[config.mk]
export PLATFORM = sky130hd
export DESIGN_NAME = input_debouncer
export DESIGN_NICKNAME = d
export VERILOG_FILES = /design/src/rtl/input_debouncer_pkg.sv /design/src/rtl/debounce_channel.sv /design/src/rtl/input_debouncer.sv
export SDC_FILE = /design/constraint.sdc
export NUM_CORES = 1
export LEC_CHECK = 0
export CORE_ASPECT_RATIO = 0.7
export CORE_MARGIN = 2
export CORE_UTILIZATION = 59
export CTS_CLUSTER_SIZE = 14
export DETAILED_ROUTE_END_ITERATION = 10
export GPL_TIMING_DRIVEN = 0
export PLACE_DENSITY = 0.78
export SYNTH_ARGS = -nofsm -noshare
export SYNTH_HDL_FRONTEND = slang
export SYNTH_SLANG_ARGS = --single-unit
[constraint.sdc]
create_clock -name clk -period 2.8 [get_ports clk]
set_clock_uncertainty 0.15 [all_clocks]
set_input_delay 0.56 -clock clk [delete_from_list [all_inputs] [get_ports clk]]
set_output_delay 0.56 -clock clk [all_outputs]
set_load 0.1 [all_outputs]
[src/rtl/input_debouncer_pkg.sv]
// rtl/input_debouncer_pkg.sv - channel count, default timing constants and channel state encoding
package input_debouncer_pkg;

  localparam int NUM_CH              = 3;
  localparam int DEF_DEBOUNCE_CYCLES = 50000;
  localparam int DEF_CNT_WIDTH       = 16;

  typedef enum logic {
    ST_STABLE   = 1'b0,
    ST_COUNTING = 1'b1
  } ch_state_e;

endpackage

[src/rtl/debounce_channel.sv]
// rtl/debounce_channel.sv - one-bit synchronizer, debounce counter/FSM and optional edge pulses
// Edge pulses are built only when INPUT_DEBOUNCER_EDGE_EN is defined.
module debounce_channel
  import input_debouncer_pkg::*;
#(
  parameter int DEBOUNCE_CYCLES = DEF_DEBOUNCE_CYCLES,
  parameter int CNT_WIDTH       = DEF_CNT_WIDTH
) (
  input  logic i_clk,
  input  logic i_reset,
  input  logic i_raw,
  output logic o_clean,
  output logic o_rise,
  output logic o_fall
);

  localparam logic [CNT_WIDTH-1:0] TERM_CNT = CNT_WIDTH'(DEBOUNCE_CYCLES - 1);
  localparam logic [CNT_WIDTH-1:0] ONE_CNT  = CNT_WIDTH'(1);

  logic                 r_sync1;
  logic                 r_sync2;
  logic                 r_clean;
  ch_state_e            r_state;
  ch_state_e            w_state_nxt;
  logic [CNT_WIDTH-1:0] r_cnt;
  logic [CNT_WIDTH-1:0] w_cnt_nxt;
  logic                 w_toggle;

  always_ff @(posedge i_clk or posedge i_reset) begin
    if (i_reset) begin
      r_sync1 <= 1'b0;
      r_sync2 <= 1'b0;
      r_clean <= 1'b0;
      r_state <= ST_STABLE;
      r_cnt   <= '0;
    end else begin
      r_sync1 <= i_raw;
      r_sync2 <= r_sync1;
      r_clean <= r_clean ^ w_toggle;
      r_state <= w_state_nxt;
      r_cnt   <= w_cnt_nxt;
    end
  end

  always_comb begin
    w_state_nxt = r_state;
    w_cnt_nxt   = r_cnt;
    w_toggle    = 1'b0;
    case (r_state)
      ST_STABLE: begin
        w_cnt_nxt = '0;
        if (r_sync2 != r_clean) begin
          // A one-cycle debounce window toggles straight from STABLE.
          if (DEBOUNCE_CYCLES == 1) begin
            w_toggle = 1'b1;
          end else begin
            w_state_nxt = ST_COUNTING;
            w_cnt_nxt   = ONE_CNT;
          end
        end
      end
      ST_COUNTING: begin
        if (r_sync2 == r_clean) begin
          w_state_nxt = ST_STABLE;
          w_cnt_nxt   = '0;
        end else if (r_cnt == TERM_CNT) begin
          w_toggle    = 1'b1;
          w_state_nxt = ST_STABLE;
          w_cnt_nxt   = '0;
        end else begin
          w_cnt_nxt = r_cnt + ONE_CNT;
        end
      end
      default: begin
        w_state_nxt = ST_STABLE;
        w_cnt_nxt   = '0;
      end
    endcase
  end

  assign o_clean = r_clean;

`ifdef INPUT_DEBOUNCER_EDGE_EN
  logic r_rise;
  logic r_fall;

  always_ff @(posedge i_clk or posedge i_reset) begin
    if (i_reset) begin
      r_rise <= 1'b0;
      r_fall <= 1'b0;
    end else begin
      r_rise <= w_toggle & ~r_clean;
      r_fall <= w_toggle & r_clean;
    end
  end

  assign o_rise = r_rise;
  assign o_fall = r_fall;
`else
  assign o_rise = 1'b0;
  assign o_fall = 1'b0;
`endif

endmodule

[src/rtl/input_debouncer.sv]
// rtl/input_debouncer.sv - three independent debounced channels feeding the OR-gate inputs
// risePulse/fallPulse are live only when INPUT_DEBOUNCER_EDGE_EN is defined, else tied low.
module input_debouncer
  import input_debouncer_pkg::*;
#(
  parameter int DEBOUNCE_CYCLES = DEF_DEBOUNCE_CYCLES,
  parameter int CNT_WIDTH       = DEF_CNT_WIDTH
) (
  input  logic              clk,
  input  logic              reset,
  input  logic [NUM_CH-1:0] rawIn,
  output logic [NUM_CH-1:0] cleanOut,
  output logic [NUM_CH-1:0] risePulse,
  output logic [NUM_CH-1:0] fallPulse
);

  for (genvar k = 0; k < NUM_CH; k++) begin : g_ch
    debounce_channel #(
      .DEBOUNCE_CYCLES(DEBOUNCE_CYCLES),
      .CNT_WIDTH      (CNT_WIDTH)
    ) u_ch (
      .i_clk  (clk),
      .i_reset(reset),
      .i_raw  (rawIn[k]),
      .o_clean(cleanOut[k]),
      .o_rise (risePulse[k]),
      .o_fall (fallPulse[k])
    );
  end

endmodule

Run 1, PDN straps and rails:
The bar under the picture is 20 um long. Pins as bars on the die edge.
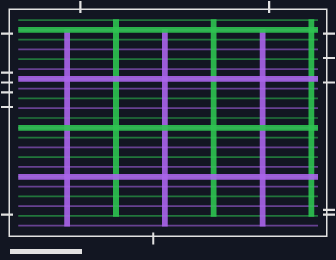
purple -> VSS
green -> VDD
met1 rails = 22
rows = 21
met4 straps = 6
met5 straps = 4
Die X: 87.77 um
peak supply drop: 0.3163 mV
DIE HEIGHT: 62.64 um
Core Footprint: 4756 sq um

Run 1, cells colored by class:
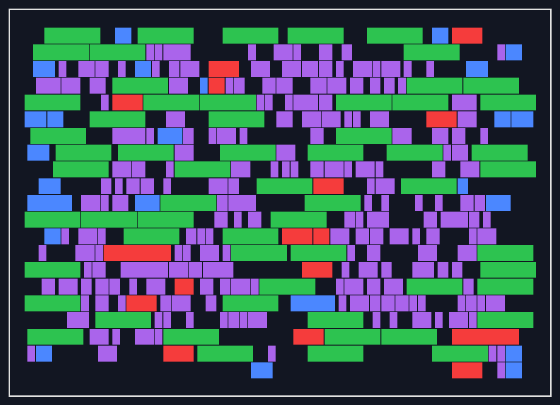
blue -> other buffers and delay cells  # cells 24
purple -> combinational and other logic  # cells 208
green -> flops  # cells 60
red -> clock drivers and dummy loads  # cells 16

Run 1, routed clock nets over the placement:
The bar under the picture is 20 um long.
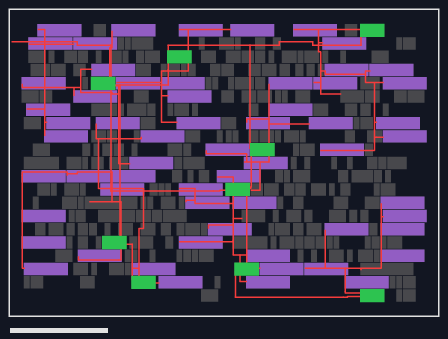
purple -> flip-flops  # count 60
green -> clock drivers  # count 9
red -> clock wires  # length 799 um
routed clock nets = 10
flops lie = all over the die

Run 1, wiring by layer:
The bar under the picture is 20 um long.
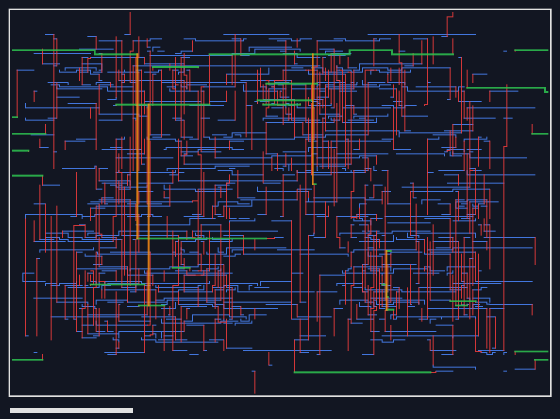
green -> metal 3  # wire length 224 um
red -> metal 2  # wire length 2,190 um
blue -> metal 1  # wire length 2,520 um
orange -> metal 4  # wire length 93.2 um

-- run 1: cells by family after synthesis --
| logic type | count (synthesis) | synth area share [%] |
|---|---|---|
| and+or+nand+nor | 136 | 24.74 |
| DFF | 60 | 51.81 |
| xor gates and xnor gates | 44 | 13.30 |
| buffers and inverters | 26 | 6.045 |
| AOI/OAI and AO/OA | 6 | 1.382 |
| adders and majority gates | 3 | 1.295 |
| muxes | 3 | 1.295 |
| other | 1 | 0.1294 |
-- run 1: cell type report --
cell class / instances / area, sq um
flip-flops and latches: 60 / 1501
fillers: 375 / 1428
multi-input cells: 198 / 1240
clock buffers: 11 / 151.4
plain buffers: 16 / 137.6
repair buffers: 8 / 90.09
well taps: 69 / 86.33
clock inverters: 5 / 83.83
inverters: 10 / 37.54
==> impl_metrics.env, run 1 <==
# yosys + openroad results
export IMPL_yosys_stat_seqShare_pct=51.81
export IMPL_pg_clk_uw=900
export IMPL_place_area_sq_um=3093
export IMPL_ctsLongestPathBuffers=2
export IMPL_crit_slowest_cell="clkdlybuf4s50_1"
export IMPL_fin_nets=311
export IMPL_hold_end="g_ch[0].u_ch.r_sync2"
export IMPL_ys_warn_count=0
export IMPL_clockPowerShare_pct=47.5
export IMPL_cts_buffers_inserted=9
export IMPL_wl_met3_um=224
export IMPL_hp_class="flop to flop"
export IMPL_synth_stat_cells=279
export IMPL_period_minus_slack_ps=2707
export IMPL_crit_chain="buf_4, clkdlybuf4s50_1"
export IMPL_n_antenna_cell=0
export IMPL_power_uw=1894
export IMPL_crit_family="buffers and inverters"
export IMPL_async_flop_share_pct=100.0
export IMPL_common_cells="dfrtp_1 (60), nor2_1 (53), xnor2_1 (35)"
export IMPL_cp_arrival_ps=2000
export IMPL_cp_max_fo=3
export IMPL_layout_cells_non_filler=377
export IMPL_endpoint="cleanOut[0]"
export IMPL_status="complete, no violations"
==> run 2: changes to the inputs <==
--- a/config.mk
+++ b/config.mk
@@ -15,3 +15,4 @@
 export SYNTH_ARGS = -nofsm -noshare
 export SYNTH_HDL_FRONTEND = slang
 export SYNTH_SLANG_ARGS = --single-unit
+export TNS_END_PERCENT = 10
Run 2, PDN straps and rails:
The bar under the picture is 20 um long. Pins as bars on the die edge.
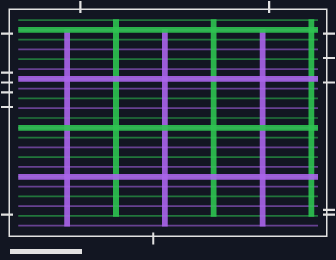
green -> VDD
purple -> VSS
rows = 21
met4 straps = 6

==> impl_metrics.env, run 2 <==
# yosys + openroad results
export IMPL_status="complete, no violations"
export IMPL_cp_max_fo=3
export IMPL_top_logic_kind="simple AND/OR/NAND/NOR gates"
export IMPL_power_uw=1894
export IMPL_ys_warn_count=0
export IMPL_hp_class="flop to flop"
export IMPL_crit_family="buffers and inverters"
export IMPL_fin_nets=311
export IMPL_wl_met3_um=224
export IMPL_n_all_inverters=10
export IMPL_tap_cells=69
export IMPL_mux_area_share_pct=1.295
export IMPL_clkbuf_count=11
export IMPL_endpoint="cleanOut[0]"
export IMPL_cp_arrival_ps=2000
export IMPL_die_w_um=87.77
export IMPL_logic_area_sq_um=1240
export IMPL_clockPowerShare_pct=47.5
export IMPL_die_y_um=62.64
export IMPL_area_dominant_class="flip-flops and latches"
export IMPL_n_fill_cell=375
export IMPL_comb_area_share_pct=37.26
export IMPL_logic_gates=198
export IMPL_common_cells="dfrtp_1 (60), nor2_1 (53), xnor2_1 (35)"
export IMPL_ctsLongestPathBuffers=2
export IMPL_cts_buffers_inserted=9
export IMPL_place_area_sq_um=3093
export IMPL_period_minus_slack_ps=2707
export IMPL_final_seq_area_sq_um=1501
export IMPL_crit_chain="buf_4, clkdlybuf4s50_1"
export IMPL_ys_sh_adder_pct=1.295
export IMPL_flop_count=60
run 2: cell counts after synthesis:
Identical to the previous run, type by type.
run 2: how the worst min path moves through the flow:
stage | startpoint | slack [ps] | endpoint | cells past startpoint
2_1_floorplan | g_ch[0].u_ch.r_sync1 | 180 | g_ch[0].u_ch.r_sync2 | 0
3_3_place_gp | g_ch[0].u_ch.r_sync1 | 180 | g_ch[0].u_ch.r_sync2 | 0
3_5_place_dp | g_ch[1].u_ch.r_sync1 | 190 | g_ch[1].u_ch.r_sync2 | 0
4_1_cts | g_ch[0].u_ch.r_sync1 | 210 | g_ch[0].u_ch.r_sync2 | 0
5_1_grt | g_ch[0].u_ch.r_sync1 | 210 | g_ch[0].u_ch.r_sync2 | 0
6_report | g_ch[0].u_ch.r_sync1 | 210 | g_ch[0].u_ch.r_sync2 | 0
==> run 3: changes to the inputs <==
--- a/config.mk
+++ b/config.mk
@@ -6,7 +6,6 @@
 export NUM_CORES = 1
 export LEC_CHECK = 0
 export CORE_ASPECT_RATIO = 0.7
-export CORE_MARGIN = 2
 export CORE_UTILIZATION = 59
 export CTS_CLUSTER_SIZE = 14
 export DETAILED_ROUTE_END_ITERATION = 10
Run 3, wiring by layer:
The bar under the picture is 20 um long.
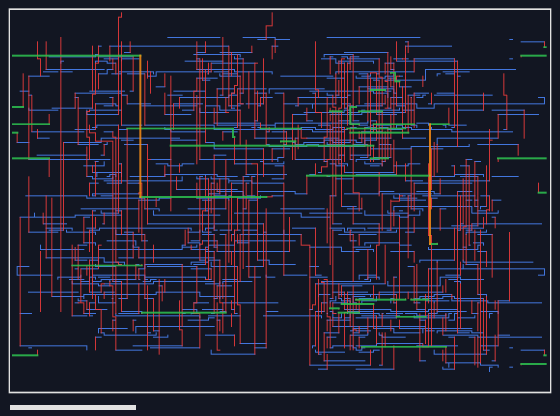
green -> metal 3  # wire length 264 um
red -> metal 2  # wire length 2,230 um
blue -> metal 1  # wire length 2,490 um
orange -> metal 4  # wire length 41.5 um
Vias: 1,974
wire per inst: 13.45 um
Total GRT Usage: 22.84%

==> impl_metrics.env, run 3 <==
# yosys + openroad results
export IMPL_logic_area_sq_um=1240
export IMPL_cts_buffers_inserted=9
export IMPL_common_cells="dfrtp_1 (60), nor2_1 (53), xnor2_1 (35)"
export IMPL_status="complete, no violations"
export IMPL_clock_sinks=60
export IMPL_post_synth_top_area_cell="dfrtp_1"
export IMPL_power_uw=1826
export IMPL_area_dominant_class="flip-flops and latches"
export IMPL_tightest_slew_ps=961.5
export IMPL_clkbuf_count=13
export IMPL_final_antenna_net_count=0
export IMPL_die_w_um=85.77
export IMPL_final_seq_area_sq_um=1501
export IMPL_clkCellAreaFrac_pct=6.689
export IMPL_flop_count=60
export IMPL_logic_gates=198
export IMPL_ys_warn_count=0
export IMPL_cp_max_fo=3
export IMPL_fin_nets=311
export IMPL_edf_count=0
export IMPL_crit_chain="buf_4, clkdlybuf4s50_1"
export IMPL_fp_util_pct=63.98
export IMPL_whs_path_depth=0
export IMPL_clockPowerShare_pct=45.5
export IMPL_h_tree_depth=3
export IMPL_die_y_um=60.64
export IMPL_endpoint="cleanOut[0]"
export IMPL_hold_end="g_ch[1].u_ch.r_sync2"
export IMPL_period_minus_slack_ps=2682
export IMPL_hp_start="g_ch[1].u_ch.r_sync1"
export IMPL_post_drt_via_cell_ratio=5.278
export IMPL_fin_util_pct=73.09
export IMPL_hp_class="flop to flop"
export IMPL_n_all_inverters=10
export IMPL_comb_area_share_pct=37.45
export IMPL_crit_family="buffers and inverters"
export IMPL_ctsLongestPathBuffers=2
## run 3: cell counts after synthesis
Identical to the previous run, type by type.
## run 3: kinds of logic (layout without fill, tap and decap cells)
logic type / count (synthesis) / after routing / share of synthesized area (%)
and+or+nand+nor: 136 / 136 / 24.74
AOI/OAI and AO/OA: 6 / 6 / 1.382
other: 1 / 6 / 0.1294
muxes: 3 / 3 / 1.295
adders and majority gates: 3 / 3 / 1.295
buffers and inverters: 26 / 50 / 6.045
xor gates and xnor gates: 44 / 44 / 13.30
DFF: 60 / 60 / 51.81
## run 3: per-layer routing
metal | share of wire, % | GRT usage (%)
met5 | 0 | 0
met3 | 5.2 | 7.619
met2 | 44 | 34.40
met4 | 0.81 | 8.571
met1 | 50 | 31.33
